===== src/rtl/fv_enc_pkg.sv =====
// Shared encodings for the polynomial AXI-stream transmitter.
package fv_enc_pkg;

    typedef enum logic {
        IDLE = 1'b0,
        SEND = 1'b1
    } state_t;

endpackage


===== src/rtl/poly_regfile.sv =====
// Coefficient storage: one synchronous write port, one asynchronous read port, cleared by reset.
module poly_regfile #(
    parameter int N  = 16,
    parameter int QW = 8,
    parameter int AW = $clog2(N)
) (
    input  logic          clk,
    input  logic          rst_n,
    input  logic          we_i,
    input  logic [AW-1:0] waddr_i,
    input  logic [QW-1:0] wdata_i,
    input  logic [AW-1:0] raddr_i,
    output logic [QW-1:0] rdata_o
);

    logic [QW-1:0] mem_q [N];

    always_ff @(posedge clk or negedge rst_n) begin
        if (!rst_n) begin
            for (int i = 0; i < N; i++) begin
                mem_q[i] <= '0;
            end
        end else if (we_i) begin
            mem_q[waddr_i] <= wdata_i;
        end
    end

    // Clearing on reset also keeps the streamed data at zero while reset is held.
    assign rdata_o = mem_q[raddr_i];

endmodule


===== src/rtl/poly_axis_tx.sv =====
// Streams a stored N-coefficient polynomial over AXI-stream on each start request.
//
//   state | meaning
//   IDLE  | waiting for start; coefficient writes accepted
//   SEND  | presenting coefficient[idx]; advances on each handshake
module poly_axis_tx
    import fv_enc_pkg::*;
#(
    parameter  int N  = 16,
    parameter  int QW = 8,
    localparam int AW = $clog2(N)
) (
    input  logic          clk,
    input  logic          s_rst_n,
    input  logic          wr_en,
    input  logic [AW-1:0] wr_addr,
    input  logic [QW-1:0] wr_data,
    input  logic          start,
    output logic          busy,
    output logic          done,
    output logic          wr_err,
    output logic          m_tvalid,
    input  logic          m_tready,
    output logic [QW-1:0] m_tdata,
    output logic          m_tlast
);

    localparam logic [AW-1:0] LAST_IDX = AW'(N - 1);

    state_t        state_q, state_d;
    logic [AW-1:0] idx_q, idx_d;
    logic          done_q, done_d;
    logic          wr_err_q, wr_err_d;
    logic          rf_we;

    assign rf_we = wr_en && (state_q == IDLE);

    poly_regfile #(
        .N  (N),
        .QW (QW),
        .AW (AW)
    ) u_regfile (
        .clk     (clk),
        .rst_n   (s_rst_n),
        .we_i    (rf_we),
        .waddr_i (wr_addr),
        .wdata_i (wr_data),
        .raddr_i (idx_q),
        .rdata_o (m_tdata)
    );

    always_ff @(posedge clk or negedge s_rst_n) begin
        if (!s_rst_n) begin
            state_q  <= IDLE;
            idx_q    <= '0;
            done_q   <= 1'b0;
            wr_err_q <= 1'b0;
        end else begin
            state_q  <= state_d;
            idx_q    <= idx_d;
            done_q   <= done_d;
            wr_err_q <= wr_err_d;
        end
    end

    // In SEND, m_tvalid is 1 by construction, so m_tready alone qualifies the handshake.
    always_comb begin
        state_d  = state_q;
        idx_d    = idx_q;
        done_d   = 1'b0;
        wr_err_d = wr_en && (state_q == SEND);
        case (state_q)
            IDLE: begin
                if (start) begin
                    state_d = SEND;
                    idx_d   = '0;
                end
            end
            SEND: begin
                if (m_tready) begin
                    if (idx_q == LAST_IDX) begin
                        state_d = IDLE;
                        idx_d   = '0;
                        done_d  = 1'b1;
                    end else begin
                        idx_d = idx_q + 1'b1;
                    end
                end
            end
            default: begin
                state_d = IDLE;
                idx_d   = '0;
            end
        endcase
    end

    always_comb begin
        m_tvalid = (state_q == SEND);
        m_tlast  = (state_q == SEND) && (idx_q == LAST_IDX);
        busy     = (state_q == SEND);
        done     = done_q;
        wr_err   = wr_err_q;
    end

endmodule


===== config.mk =====
export PLATFORM = sky130hd
export DESIGN_NAME = poly_axis_tx
export DESIGN_NICKNAME = d
export VERILOG_FILES = /design/src/rtl/fv_enc_pkg.sv /design/src/rtl/poly_regfile.sv /design/src/rtl/poly_axis_tx.sv
export SDC_FILE = /design/constraint.sdc
export NUM_CORES = 1
export LEC_CHECK = 0
export CAP_MARGIN = 30
export CORE_AREA = 2 2 116 118
export CTS_BUF_LIST = sky130_fd_sc_hd__clkbuf_8
export DETAILED_ROUTE_END_ITERATION = 7
export DIE_AREA = 0 0 118 120
export PLACE_DENSITY = 0.7
export SYNTH_ARGS = -nofsm -noshare
export SYNTH_HDL_FRONTEND = slang
export SYNTH_SLANG_ARGS = --single-unit

===== constraint.sdc =====
create_clock -name clk -period 1.7 [get_ports clk]
set_input_delay 0.34 -clock clk [delete_from_list [all_inputs] [get_ports clk]]
set_output_delay 0.34 -clock clk [all_outputs]
set_load 0.02 [all_outputs]

==> images/clocks.png <==
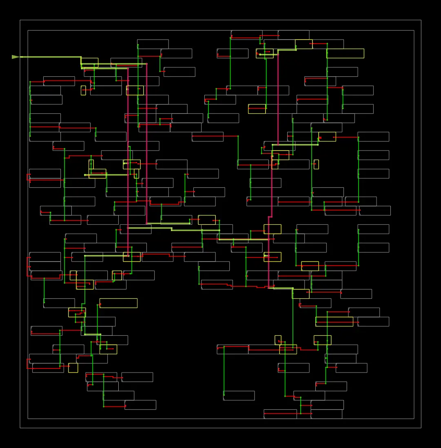
clock tree sinks: 135
clock buffer count: 20

==> images/layer_met3.png <==
Scale: 4 px per micron.
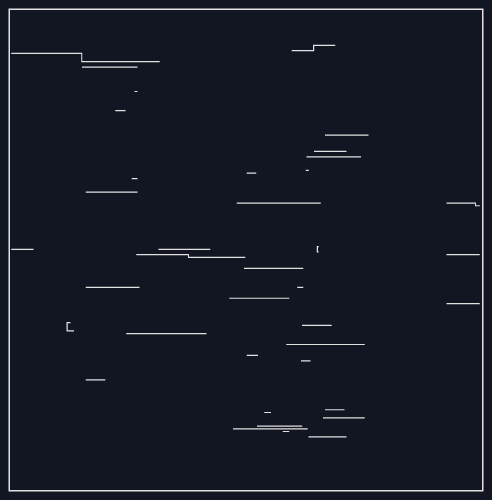
wire length on this layer: 367 microns
nets with wire on the layer: 23
main direction: horizontal
share of all routed wire: 2.5%
met3 Track Usage GR: 0.0394
final wirelength: 14900 microns
via count: 3953

==> results.cfg <==
; yosys + openroad results
[status]
status = finished with violations
violations = setup timing

[routing]
wl_met2_microns = 7400

[setup_path]
crit_buf_inv = 3
critPathLaunchType = flip-flop
worstPathRequired_ps = 1360
r2r-end = idx_q[3]
slowest_delay_ps = 510
path_class = flip-flop to output pin
cp_max_fo = 5

[cts]
cts_max_level = 4
postCtsSetupBuffers = 6
postCtsHoldBufs = 1
clk_path_buf_depth = 2
path_clk_slew_ps = 70
root_buffer = clkbuf_8

[placed_design]
dp.cells = 662
gp_congestion = 0.818

[sta]
final.setup_skew_ps = 9.38
clock.fmax_mhz = 406
setup_viol = 10
worst_slack_ps = -763
rsz0062_at_grt = true
finalCritPeriodShare = 1.45
slew_violations = 0

[grt]
grt.total_usage = 0.225
grt_pass1_vias = 4339
busiest_layer = met2
antenna_found_initial = 0

[logic_synthesis]
syn-cell-area_sq_um = 6350
synth_cell_types = 33
ys_sh_adder = 0.00197
synth-async-reset-ratio = 1.00

[floorplanning]
core-area_sq_um = 13000
io_pins = 30

[finish]
nFlopsAndLatches = 135
final_nets = 536
clock_area_frac = 0.0488
seq-cell-share = 0.402
fillers = 951

[power_and_ir_drop]
p_per_area_nw_per_um2 = 1270
p_int_mw = 7.28
ir_drop_v = 0.000580
comb_power_mw = 4.24

[flow_run]
max-cap-violations = 0
==> images/clk_routes.png <==
Scale: 4 px per micron.
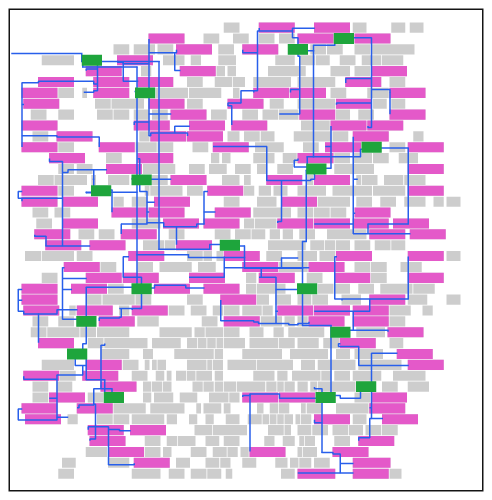
[green] clock drivers | count: 17
[blue] clock wires | length: 1590 microns
[magenta] flip-flops | count: 135
routed clock nets: 18
flops lie: spread over the die
Clk power: 2.72 mW
Clk pwr share: 0.255

==> images/wires.png <==
Scale: 2 px per micron.
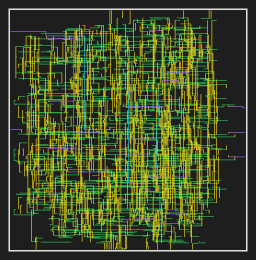
[yellow] metal 2 | wire length: 7400 microns
[purple] metal 3 | wire length: 367 microns
[green] metal 1 | wire length: 6920 microns
[cyan] metal 4 | wire length: 233 microns

Power is estimated from default activity; no workload was simulated.
